## config.mk

```make
export PLATFORM = sky130hd
export DESIGN_NAME = axi_ostd_tracker_flat
export DESIGN_NICKNAME = d
export VERILOG_FILES = /design/src/rtl/axi_ostd_tracker_pkg.sv /design/src/rtl/axi_ostd_tracker_if.sv /design/src/rtl/axi_prio_enc.sv /design/src/rtl/axi_ostd_tracker.sv /design/src/flat_wrapper.sv
export SDC_FILE = /design/constraint.sdc
export NUM_CORES = 1
export LEC_CHECK = 0
export ABC_CLOCK_PERIOD_IN_PS = 10010
export CORE_MARGIN = 10
export CORE_UTILIZATION = 30
export DETAILED_ROUTE_END_ITERATION = 8
export MAX_ROUTING_LAYER = met4
export RECOVER_POWER = 50
export REMOVE_ABC_BUFFERS = 1
export SLEW_MARGIN = 30
export SYNTH_ARGS = -nofsm -noshare
export SYNTH_HDL_FRONTEND = slang
export SYNTH_HIERARCHICAL = 1
export SYNTH_SLANG_ARGS = --single-unit
```

## constraint.sdc

```tcl
create_clock -name i_clk -period 10.01 [get_ports i_clk]
set_input_delay 1.001 -clock i_clk [delete_from_list [all_inputs] [get_ports i_clk]]
set_output_delay 1.001 -clock i_clk [all_outputs]
set_load 0.01 [all_outputs]
```

## src/rtl/axi_ostd_tracker_pkg.sv

```systemverilog
// Shared definitions for the outstanding-transaction tracker: default widths
// and the entry record stored per outstanding request.
package axi_ostd_tracker_pkg;

  localparam int IDW_DEF = 4;
  localparam int RW_DEF  = 2;
  localparam int DP_DEF  = 8;

  // Entry fields are sized for the widest supported configuration;
  // narrower instances zero-extend their ID and route into them.
  localparam int IDW_MAX = 16;
  localparam int RW_MAX  = 8;

  typedef struct packed {
    logic [IDW_MAX-1:0] id;
    logic [RW_MAX-1:0]  route;
  } entry_t;

  function automatic entry_t make_entry(input logic [IDW_MAX-1:0] id,
                                        input logic [RW_MAX-1:0]  route);
    entry_t e;
    e.id    = id;
    e.route = route;
    return e;
  endfunction

endpackage

```

## src/rtl/axi_ostd_tracker_if.sv

```systemverilog
// Bundle of the allocate and response-lookup signals of the tracker.
// Handshake: an allocation transfers on a cycle where i_alloc_valid and
// o_alloc_ready are both high; a response beat is accepted on a cycle where
// i_rsp_valid and i_rsp_ready are both high. o_alloc_ready never depends on
// i_alloc_valid, and a valid source holds its payload until accepted.
interface axi_ostd_tracker_if
  import axi_ostd_tracker_pkg::*;
#(
  parameter int IDW = IDW_DEF,
  parameter int RW  = RW_DEF,
  parameter int DP  = DP_DEF
) ();
  localparam int CW = $clog2(DP + 1);

  logic           i_alloc_valid;
  logic           o_alloc_ready;
  logic [IDW-1:0] i_alloc_id;
  logic [RW-1:0]  i_alloc_route;
  logic           i_rsp_valid;
  logic           i_rsp_ready;
  logic [IDW-1:0] i_rsp_id;
  logic           i_rsp_last;
  logic           o_rsp_hit;
  logic [RW-1:0]  o_rsp_route;
  logic           o_rsp_err;
  logic [CW-1:0]  o_count;
  logic           o_full;
  logic           o_empty;

  modport master (
    output i_alloc_valid, i_alloc_id, i_alloc_route,
    output i_rsp_valid, i_rsp_ready, i_rsp_id, i_rsp_last,
    input  o_alloc_ready, o_rsp_hit, o_rsp_route, o_rsp_err,
    input  o_count, o_full, o_empty
  );

  modport slave (
    input  i_alloc_valid, i_alloc_id, i_alloc_route,
    input  i_rsp_valid, i_rsp_ready, i_rsp_id, i_rsp_last,
    output o_alloc_ready, o_rsp_hit, o_rsp_route, o_rsp_err,
    output o_count, o_full, o_empty
  );
endinterface

```

## src/rtl/axi_prio_enc.sv

```systemverilog
// Lowest-index-first priority encoder: one-hot of the first set request bit,
// its binary index, and whether any bit is set.
module axi_prio_enc #(
  parameter int DP = 8,
  parameter int IW = $clog2(DP)
) (
  input  logic [DP-1:0] req_i,
  output logic [DP-1:0] onehot_o,
  output logic [IW-1:0] idx_o,
  output logic          any_o
);

  // Scan from the top down so the lowest set bit is the last one written.
  always_comb begin
    onehot_o = '0;
    idx_o    = '0;
    for (int i = DP - 1; i >= 0; i--) begin
      if (req_i[i]) begin
        onehot_o    = '0;
        onehot_o[i] = 1'b1;
        idx_o       = IW'(i);
      end
    end
  end

  assign any_o = |req_i;

endmodule

```

## src/rtl/axi_ostd_tracker.sv

```systemverilog
// Outstanding-transaction tracker. Keeps a compacted, age-ordered table of
// issued request IDs with their route tags (index 0 oldest), resolves each
// response beat to the oldest matching entry in the same cycle, and retires
// that entry on the last accepted beat.
module axi_ostd_tracker
  import axi_ostd_tracker_pkg::*;
#(
  parameter int IDW = IDW_DEF,
  parameter int RW  = RW_DEF,
  parameter int DP  = DP_DEF
) (
  input  logic              i_clk,
  input  logic              i_rst,
  axi_ostd_tracker_if.slave bus
);

  localparam int CW = $clog2(DP + 1);
  localparam int IW = $clog2(DP);

  entry_t         ent_q [DP];
  entry_t         ent_d [DP];
  logic [DP-1:0]  valid_q, valid_d;
  logic [CW-1:0]  count_q, count_d;
  logic           err_q, err_d;

  logic [IDW-1:0] rsp_id;
  logic [IDW-1:0] alloc_id;
  logic [RW-1:0]  alloc_route;
  logic [DP-1:0]  match;
  logic [DP-1:0]  first_oh;
  logic [IW-1:0]  first_idx;
  logic           any_match;
  logic [DP-1:0]  at_or_above;
  logic [RW_MAX-1:0] route_sel;
  logic           full;
  logic           rsp_hit;
  logic           rsp_acc;
  logic           do_alloc;
  logic           do_free;
  logic [CW-1:0]  wr_pos;

  assign rsp_id      = bus.i_rsp_id;
  assign alloc_id    = bus.i_alloc_id;
  assign alloc_route = bus.i_alloc_route;

  // Compare the response ID against every valid entry.
  always_comb begin
    match = '0;
    for (int i = 0; i < DP; i++) begin
      match[i] = valid_q[i] && (ent_q[i].id == IDW_MAX'(rsp_id));
    end
  end

  axi_prio_enc #(.DP(DP), .IW(IW)) u_prio (
    .req_i    (match),
    .onehot_o (first_oh),
    .idx_o    (first_idx),
    .any_o    (any_match)
  );

  assign full      = (count_q == CW'(DP));
  assign rsp_hit   = bus.i_rsp_valid && any_match;
  assign rsp_acc   = bus.i_rsp_valid && bus.i_rsp_ready;
  assign do_alloc  = bus.i_alloc_valid && !full;
  assign do_free   = rsp_acc && bus.i_rsp_last && rsp_hit;
  assign wr_pos    = do_free ? (count_q - CW'(1)) : count_q;
  assign route_sel = ent_q[first_idx].route;

  // Mark the matched slot and every slot above it; those shift down on a free.
  always_comb begin
    logic acc;
    acc         = 1'b0;
    at_or_above = '0;
    for (int i = 0; i < DP; i++) begin
      acc            = acc | first_oh[i];
      at_or_above[i] = acc;
    end
  end

  // Next table contents: shift out the freed entry, then append the new one.
  always_comb begin
    for (int i = 0; i < DP; i++) begin
      ent_d[i] = ent_q[i];
    end
    if (do_free) begin
      for (int i = 0; i < DP - 1; i++) begin
        if (at_or_above[i]) ent_d[i] = ent_q[i+1];
      end
    end
    for (int i = 0; i < DP; i++) begin
      if (do_alloc && (wr_pos == CW'(i))) begin
        ent_d[i] = make_entry(IDW_MAX'(alloc_id), RW_MAX'(alloc_route));
      end
    end
  end

  // Next occupancy, thermometer valid vector and miss-error flag.
  always_comb begin
    count_d = count_q;
    case ({do_alloc, do_free})
      2'b10:   count_d = count_q + CW'(1);
      2'b01:   count_d = count_q - CW'(1);
      default: count_d = count_q;
    endcase
    valid_d = '0;
    for (int i = 0; i < DP; i++) begin
      valid_d[i] = (CW'(i) < count_d);
    end
    err_d = rsp_acc && !rsp_hit;
  end

  // Control state with synchronous reset.
  always_ff @(posedge i_clk) begin
    if (i_rst) begin
      valid_q <= '0;
      count_q <= '0;
      err_q   <= 1'b0;
    end else begin
      valid_q <= valid_d;
      count_q <= count_d;
      err_q   <= err_d;
    end
  end

  // Entry payload storage; contents are qualified by valid_q, so no reset.
  always_ff @(posedge i_clk) begin
    for (int i = 0; i < DP; i++) begin
      ent_q[i] <= ent_d[i];
    end
  end

  assign bus.o_alloc_ready = !full;
  assign bus.o_rsp_hit     = rsp_hit;
  assign bus.o_rsp_route   = rsp_hit ? RW'(route_sel) : '0;
  assign bus.o_rsp_err     = err_q;
  assign bus.o_count       = count_q;
  assign bus.o_full        = full;
  assign bus.o_empty       = (count_q == '0);

endmodule

```

## src/flat_wrapper.sv

```systemverilog
// flat-port wrapper written by rule: the top's interface ports become plain ports
module axi_ostd_tracker_flat import axi_ostd_tracker_pkg::*;
#(
  parameter int IDW = IDW_DEF,
  parameter int RW  = RW_DEF,
  parameter int DP  = DP_DEF
)
  (i_clk, i_rst, bus_i_alloc_valid, bus_i_alloc_id, bus_i_alloc_route, bus_i_rsp_valid, bus_i_rsp_ready, bus_i_rsp_id, bus_i_rsp_last, bus_o_alloc_ready, bus_o_rsp_hit, bus_o_rsp_route, bus_o_rsp_err, bus_o_count, bus_o_full, bus_o_empty);
  axi_ostd_tracker_if #(.IDW(IDW), .RW(RW), .DP(DP)) bus_i ();
  input  logic i_clk;
  input  logic i_rst;
  input wire logic [$bits(bus_i.i_alloc_valid)-1:0] bus_i_alloc_valid;
  input wire logic [$bits(bus_i.i_alloc_id)-1:0] bus_i_alloc_id;
  input wire logic [$bits(bus_i.i_alloc_route)-1:0] bus_i_alloc_route;
  input wire logic [$bits(bus_i.i_rsp_valid)-1:0] bus_i_rsp_valid;
  input wire logic [$bits(bus_i.i_rsp_ready)-1:0] bus_i_rsp_ready;
  input wire logic [$bits(bus_i.i_rsp_id)-1:0] bus_i_rsp_id;
  input wire logic [$bits(bus_i.i_rsp_last)-1:0] bus_i_rsp_last;
  output wire logic [$bits(bus_i.o_alloc_ready)-1:0] bus_o_alloc_ready;
  output wire logic [$bits(bus_i.o_rsp_hit)-1:0] bus_o_rsp_hit;
  output wire logic [$bits(bus_i.o_rsp_route)-1:0] bus_o_rsp_route;
  output wire logic [$bits(bus_i.o_rsp_err)-1:0] bus_o_rsp_err;
  output wire logic [$bits(bus_i.o_count)-1:0] bus_o_count;
  output wire logic [$bits(bus_i.o_full)-1:0] bus_o_full;
  output wire logic [$bits(bus_i.o_empty)-1:0] bus_o_empty;
  assign bus_i.i_alloc_valid = bus_i_alloc_valid;
  assign bus_i.i_alloc_id = bus_i_alloc_id;
  assign bus_i.i_alloc_route = bus_i_alloc_route;
  assign bus_i.i_rsp_valid = bus_i_rsp_valid;
  assign bus_i.i_rsp_ready = bus_i_rsp_ready;
  assign bus_i.i_rsp_id = bus_i_rsp_id;
  assign bus_i.i_rsp_last = bus_i_rsp_last;
  assign bus_o_alloc_ready = bus_i.o_alloc_ready;
  assign bus_o_rsp_hit = bus_i.o_rsp_hit;
  assign bus_o_rsp_route = bus_i.o_rsp_route;
  assign bus_o_rsp_err = bus_i.o_rsp_err;
  assign bus_o_count = bus_i.o_count;
  assign bus_o_full = bus_i.o_full;
  assign bus_o_empty = bus_i.o_empty;
  axi_ostd_tracker #(.IDW(IDW), .RW(RW), .DP(DP)) u_core (.i_clk(i_clk), .i_rst(i_rst), .bus(bus_i));
endmodule
```

==> tab_implementation.tex, run 1 <==
% Yosys + OpenROAD metrics
\begin{tabular}{lr}
\hline
Metric & Value \\
\hline
\multicolumn{2}{l}{\textbf{Outcome}} \\
Status & finished, violations left \\
Violations in the final reports & capacitance limit, slew limit \\
\multicolumn{2}{l}{\textbf{Worst hold path}} \\
Hold/Removal Path Class & reg2reg \\
Count of cells along the worst hold path & 1 \\
Hold\_sp & u\_core/ent\_q[5][0] \\
Min-Delay Endpoint & u\_core/ent\_q[4][0] \\
\multicolumn{2}{l}{\textbf{Critical path}} \\
Worst reg2reg setup slack & 3.45 ns \\
Worst setup path endpoint & u\_core/ent\_q[2][11] \\
Critical Path Slowest Stage Cell & sky130\_fd\_sc\_hd\_\_nand4\_1 \\
Buffers and inverters on the worst path & 4 \\
Maximum fanout count along the critical path & 33 \\
Critical path data required time & 9.95 ns \\
Critical path's top delay family & simple AND/OR/NAND/NOR gates \\
End of the worst register-to-register path & u\_core/ent\_q[2][11] \\
Worst reg2reg startpoint & u\_core/ent\_q[3][11] \\
R2R depth & 12 \\
Critical path, cell by cell & dlygate4sd3\_1 -> inv\_1 -> a222oi\_1 -> nor4b\_1 -> nor2\_2 -> and3\_1 -> nand2\_1 -> nand4\_1 -> clkinvlp\_2 -> a211o\_1 -> o21a\_1 -> buf\_6 -> o32ai\_1 \\
Type of the worst setup path & in2reg \\
\multicolumn{2}{l}{\textbf{CTS}} \\
Post-CTS setup repair buffer count & 0 \\
Clock tree root driver cell & sky130\_fd\_sc\_hd\_\_clkbuf\_16 \\
Count of clock tree sinks & 60 \\
CTS Buf Count & 9 \\
Post-cts gate resize count & 0 \\
Maximum root-to-sink buffer count & 2 \\
Latest clock arrival within the worst-skew pair & 0.34 ns \\
Number of H-tree branching levels & 3 \\
\multicolumn{2}{l}{\textbf{Cells and area}} \\
Final Instance Area & 4630 um2 \\
Number of flip-flops under the largest register name & 48 \\
Synthesis-to-finish area growth & 14.6\% \\
Antenna cells & 0 \\
\multicolumn{2}{l}{\textbf{Die}} \\
I/O Pins & 27 \\
Core Box Area & 13,200 um2 \\
Width of the die & 136 um \\
Chip footprint & 18,500 um2 \\
Row cnt & 42 \\
\multicolumn{2}{l}{\textbf{Placed design}} \\
Place WS & 3.60 ns \\
Cell area after placement & 4400 um2 \\
Routability Congestion & 0.936 \\
Placed wire-length estimate & roughly 9 mm \\
Input/output buffers & 26 \\
\multicolumn{2}{l}{\textbf{Global routing}} \\
Initial antenna violation count & 0 \\
First-pass GRT wire length & roughly 18 mm \\
GRT Max-Usage Layer & met2 \\
Met2 Resource Use GR & about a fifth \\
Total gr overflow & 0 \\
\multicolumn{2}{l}{\textbf{Yosys}} \\
Tally of yosys warning messages & 6 \\
Netlist Area Pre-Place & 4040 um2 \\
Synthesized instance count & 383 \\
\multicolumn{2}{l}{\textbf{Drt}} \\
Routed length on met3 & 892 um \\
Violation tally from detailed-route iteration zero & $\sim$460 \\
Average detailed-routed wire length per instance & 20.8 um \\
Detailed-route wire length on metal 1 & 5.10 mm \\
Number of antenna-violating nets in the routed design & 0 \\
Top metal layer carrying routed signals & met4 \\
Number of search-and-repair iterations in the first detailed-routing pass & 5 \\
Drt drc & 0 \\
Met2 wire length & 5.71 mm \\
\multicolumn{2}{l}{\textbf{Pwr}} \\
Total net switching power & 162 uW \\
Worst IR drop on VDD & around 0.081 mV \\
Cell leakage power & between 0.001 and 0.0015 uW \\
Internal & a little over 500 uW \\
Pwr dens & 147 nW/um2 \\
Total Power Consumption & 682 uW \\
Comb power frac & 11.3\% \\
\multicolumn{2}{l}{\textbf{Final timing}} \\
Highest achievable clock rate & 131 MHz \\
Final Max Tran Viols & 34 \\
Worst-case hold slack & $\sim$0.59 ns \\
Final setup vio count & 0 \\
Post-route setup slack & about 2.4 ns \\
\multicolumn{2}{l}{\textbf{Run}} \\
Tool warning count & 27 \\
Tally of max-capacitance violations & 1 \\
\hline
\end{tabular}
run 1: area by class of cell:
| cell class | instances | area (um2) | area share, % |
|---|---|---|---|
| Clock buffer | 9 | 225 | 4.87 |
| Clock inverter | 6 | 80.1 | 1.73 |
| Inverter | 14 | 53.8 | 1.16 |
| Multi-Input combinational cell | 281 | 2090 | 45.1 |
| Sequential cell | 60 | 1680 | 36.3 |
| Tap cell | 176 | 220 | 4.76 |
| Timing Repair Buffer | 28 | 279 | 6.03 |
run 1: power groups by stage:
stage	Sequential [uW]	Combinational (uW)	Clock (uW)
detailed placement	287	79.1	0
finish	282	77.2	322
CTS	282	79.6	329
floorplan	285	46.5	0
global route	283	83.3	339
global placement	287	77.2	0
### The metal 1 layer, run 1

Supply wires on this layer in grey.
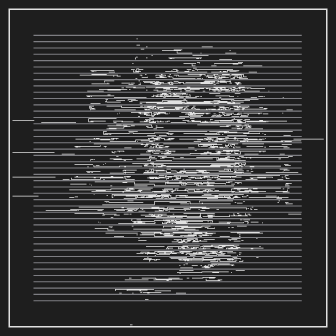
wire length on this layer = 5,100 um
main direction = horizontal

### Signal wires on met2, run 1

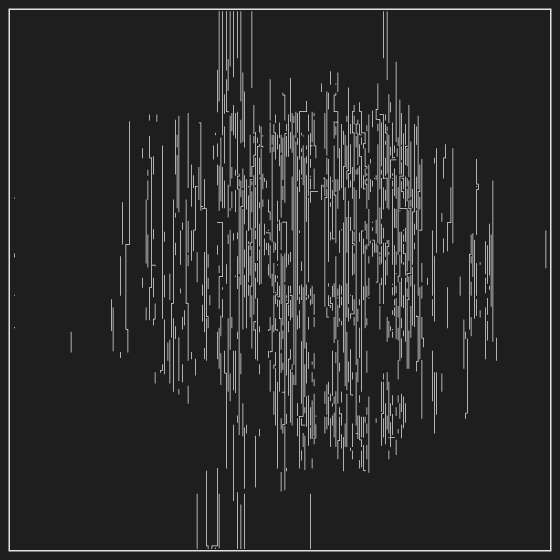
nets with wire on the layer = 360
main direction = vertical
wire length on this layer = 5,710 um
longest straight run = 61.2 um
share of all routed wire = 48%

### Met3 routing, run 1

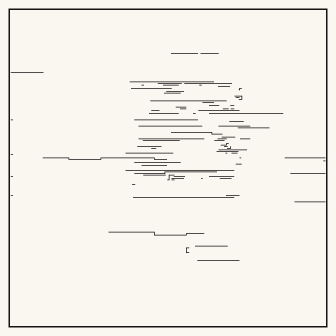
nets with wire on the layer = 60
main direction = horizontal
share of all routed wire = 7.5%
wire length on this layer = 893 um
total length of routed wires: 12.0 mm
via count of the routed design: 3,270
GR Util met3: 3.32%

### Clock routing, run 1

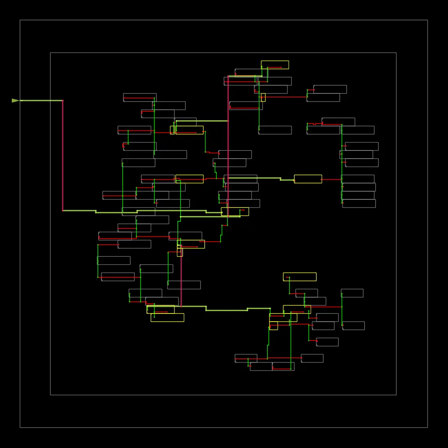

==> inputs of run 2 (changes only) <==
--- a/config.mk
+++ b/config.mk
@@ -5,7 +5,7 @@
 export SDC_FILE = /design/constraint.sdc
 export NUM_CORES = 1
 export LEC_CHECK = 0
-export ABC_CLOCK_PERIOD_IN_PS = 10010
+export ABC_CLOCK_PERIOD_IN_PS = 6380
 export CORE_MARGIN = 10
 export CORE_UTILIZATION = 30
 export DETAILED_ROUTE_END_ITERATION = 8
==> constraint.sdc (replaced) <==
create_clock -name i_clk -period 6.38 [get_ports i_clk]
set_input_delay 0.638 -clock i_clk [delete_from_list [all_inputs] [get_ports i_clk]]
set_output_delay 0.638 -clock i_clk [all_outputs]
set_load 0.01 [all_outputs]
### Clock routing, run 2

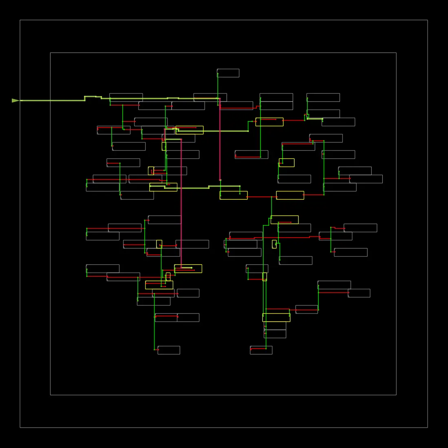
count of clock tree sinks: 60
CTS Buf Count: 9

==> run 2 against run 1 <==
  * The run now ends clean
  * Final cell count is 1.2% higher
  * Synthesized cell count stayed put
  * Clock power is 34% higher
  * Largest cell class unchanged
  * Non-clock buffer count is 6 higher
  * First-iteration DRC count is 22% lower
  * Critical endpoint is now u_core/valid_q[0]
  * Critical path type unchanged
  * Total power is 47% higher
==> tab_implementation.tex, run 2 <==
% Yosys + OpenROAD metrics
\begin{tabular}{lr}
\hline
Metric & Value \\
\hline
\multicolumn{2}{l}{\textbf{Cells and area}} \\
Number of signal-net inverters in the final layout & 14 \\
Number of flip-flops under the largest register name & 48 \\
Number of clock buffers in the layout & 13 \\
Largest cell class by area & multi-input combinational cells \\
Flop count & 60 \\
Antenna cells & 0 \\
Clock network area share & 5.63\% \\
Share of the final layout cell area in multi-input gates & a little under half \\
Comb gate area & roughly 2200 um2 \\
Leading cell types in the layout, fill and taps excluded & 48 x sky130\_fd\_sc\_hd\_\_o211ai\_1, 48 x sky130\_fd\_sc\_hd\_\_edfxtp\_1, 33 x sky130\_fd\_sc\_hd\_\_o21ai\_0 \\
Fraction of cell area in non-clock buffers & 6.67\% \\
Synthesis-to-finish area growth & 16.0\% \\
Flip-flop and latch share of the layout cell area & a little over a third \\
Buffers, non-clock & 34 \\
Largest register by flop count & u\_core/ent\_q \\
Multi-input gate count & 281 \\
FF+latch area & 1680 um2 \\
\multicolumn{2}{l}{\textbf{Global routing}} \\
GRT Max-Usage Layer & met2 \\
GR Util met3 & 2.88\% \\
First-pass GRT wire length & between 15 and 20 mm \\
Total gr overflow & 0 \\
Pin count of the biggest net entering global routing & 30 \\
Met2 Resource Use GR & 18.7\% \\
Initial antenna violation count & 0 \\
Vias in the first global route & 3,111 \\
\multicolumn{2}{l}{\textbf{Drt}} \\
Top metal layer carrying routed signals & met4 \\
Total length of routed wires & 10.7 mm \\
Violation tally from detailed-route iteration zero & 356 \\
Via count of the routed design & 3,189 \\
Number of antenna-violating nets in the routed design & 0 \\
Drt drc & 0 \\
Met2 wire length & 5.17 mm \\
Routed length on met3 & 537 um \\
Average detailed-routed wire length per instance & 18.4 um \\
Number of search-and-repair iterations in the first detailed-routing pass & 5 \\
Detailed-route wire length on metal 1 & between 4 and 5 mm \\
\multicolumn{2}{l}{\textbf{Final timing}} \\
Period utilisation layout & 86.3\% \\
Highest achievable clock rate & between 150 and 200 MHz \\
Worst-case hold slack & 0.588 ns \\
Final Max Tran Viols & 0 \\
Final setup vio count & 0 \\
\multicolumn{2}{l}{\textbf{Pwr}} \\
Comb power frac & $\sim$12\% \\
Cell leakage power & roughly 0.0015 uW \\
Internal & 752 uW \\
Total net switching power & about 250 uW \\
Pwr dens & 213 nW/um2 \\
Clk. pwr & 433 uW \\
Sequential Power & 442 uW \\
Top Consumer & registers \\
Power dissipated in combinational cells & 124 uW \\
Worst IR drop on VDD & 0.133 mV \\
\multicolumn{2}{l}{\textbf{Run}} \\
Tally of max-capacitance violations & 0 \\
Tool warning count & 27 \\
\multicolumn{2}{l}{\textbf{Critical path}} \\
Critical Path Slowest Stage Cell & sky130\_fd\_sc\_hd\_\_dlygate4sd3\_1 \\
Buffers and inverters on the worst path & 2 \\
Maximum fanout count along the critical path & 13 \\
Critical path data required time & about 6.6 ns \\
Critical path's top delay family & simple AND/OR/NAND/NOR gates \\
Critical path, cell by cell & dlygate4sd3\_1 -> a222oi\_1 -> nor4b\_1 -> nor2\_2 -> and3\_1 -> nand2\_1 -> nand4\_1 -> clkinvlp\_2 -> ha\_1 -> or4b\_1 -> a221oi\_2 -> a2111oi\_2 -> a21oi\_1 \\
\multicolumn{2}{l}{\textbf{Yosys}} \\
Netlist Area Pre-Place & 4040 um2 \\
Synthesized instance count & 383 \\
Tally of yosys warning messages & 6 \\
Mean area per synthesized cell & 10.5 um2 \\
\multicolumn{2}{l}{\textbf{CTS}} \\
Latest clock arrival within the worst-skew pair & 0.33 ns \\
Number of H-tree branching levels & 3 \\
Post-cts gate resize count & 0 \\
Clock-pin slew on the worst setup and hold paths & approximately 0.050 ns \\
Clock tree root driver cell & sky130\_fd\_sc\_hd\_\_clkbuf\_16 \\
Maximum root-to-sink buffer count & 2 \\
Post-CTS setup repair buffer count & 0 \\
\multicolumn{2}{l}{\textbf{Die}} \\
Core Box Area & 13,200 um2 \\
I/O Pins & 27 \\
Row cnt & 42 \\
Width of the die & 136 um \\
Tap Count & 176 \\
Chip footprint & between 15,000 and 20,000 um2 \\
\multicolumn{2}{l}{\textbf{Placed design}} \\
Placed wire-length estimate & 7.69 mm \\
Input/output buffers & 26 \\
Routability Congestion & 0.887 \\
\multicolumn{2}{l}{\textbf{Outcome}} \\
Status & completed \\
\multicolumn{2}{l}{\textbf{Worst hold path}} \\
Hold/Removal Path Class & reg2reg \\
\hline
\end{tabular}
run 2: worst paths after layout:
kind                                           from                  to  slack [ns]  cells past startpoint
worst max-delay path                bus_i_rsp_id[0]   u_core/valid_q[0]        0.87                     13
worst max register to register  u_core/ent_q[3][11]   u_core/valid_q[0]        1.60                     13
worst min register to register   u_core/ent_q[5][1]  u_core/ent_q[4][1]        0.59                      1
worst min-delay path             u_core/ent_q[5][1]  u_core/ent_q[4][1]        0.59                      1
run 2: per-stage QoR:
step                setup WS [ns]  area, um2  instances  power (uW)
global route                0.506       4690        581        1040
CTS                          1.27       4710        581        1010
finish                      0.874       4690        581         999
detailed placement           1.29       4440        565         575
global placement             1.37       4440        565         573
floorplan                    2.11       3890        355         520
Power figures rest on the tool's default switching activity, not on a simulated workload.
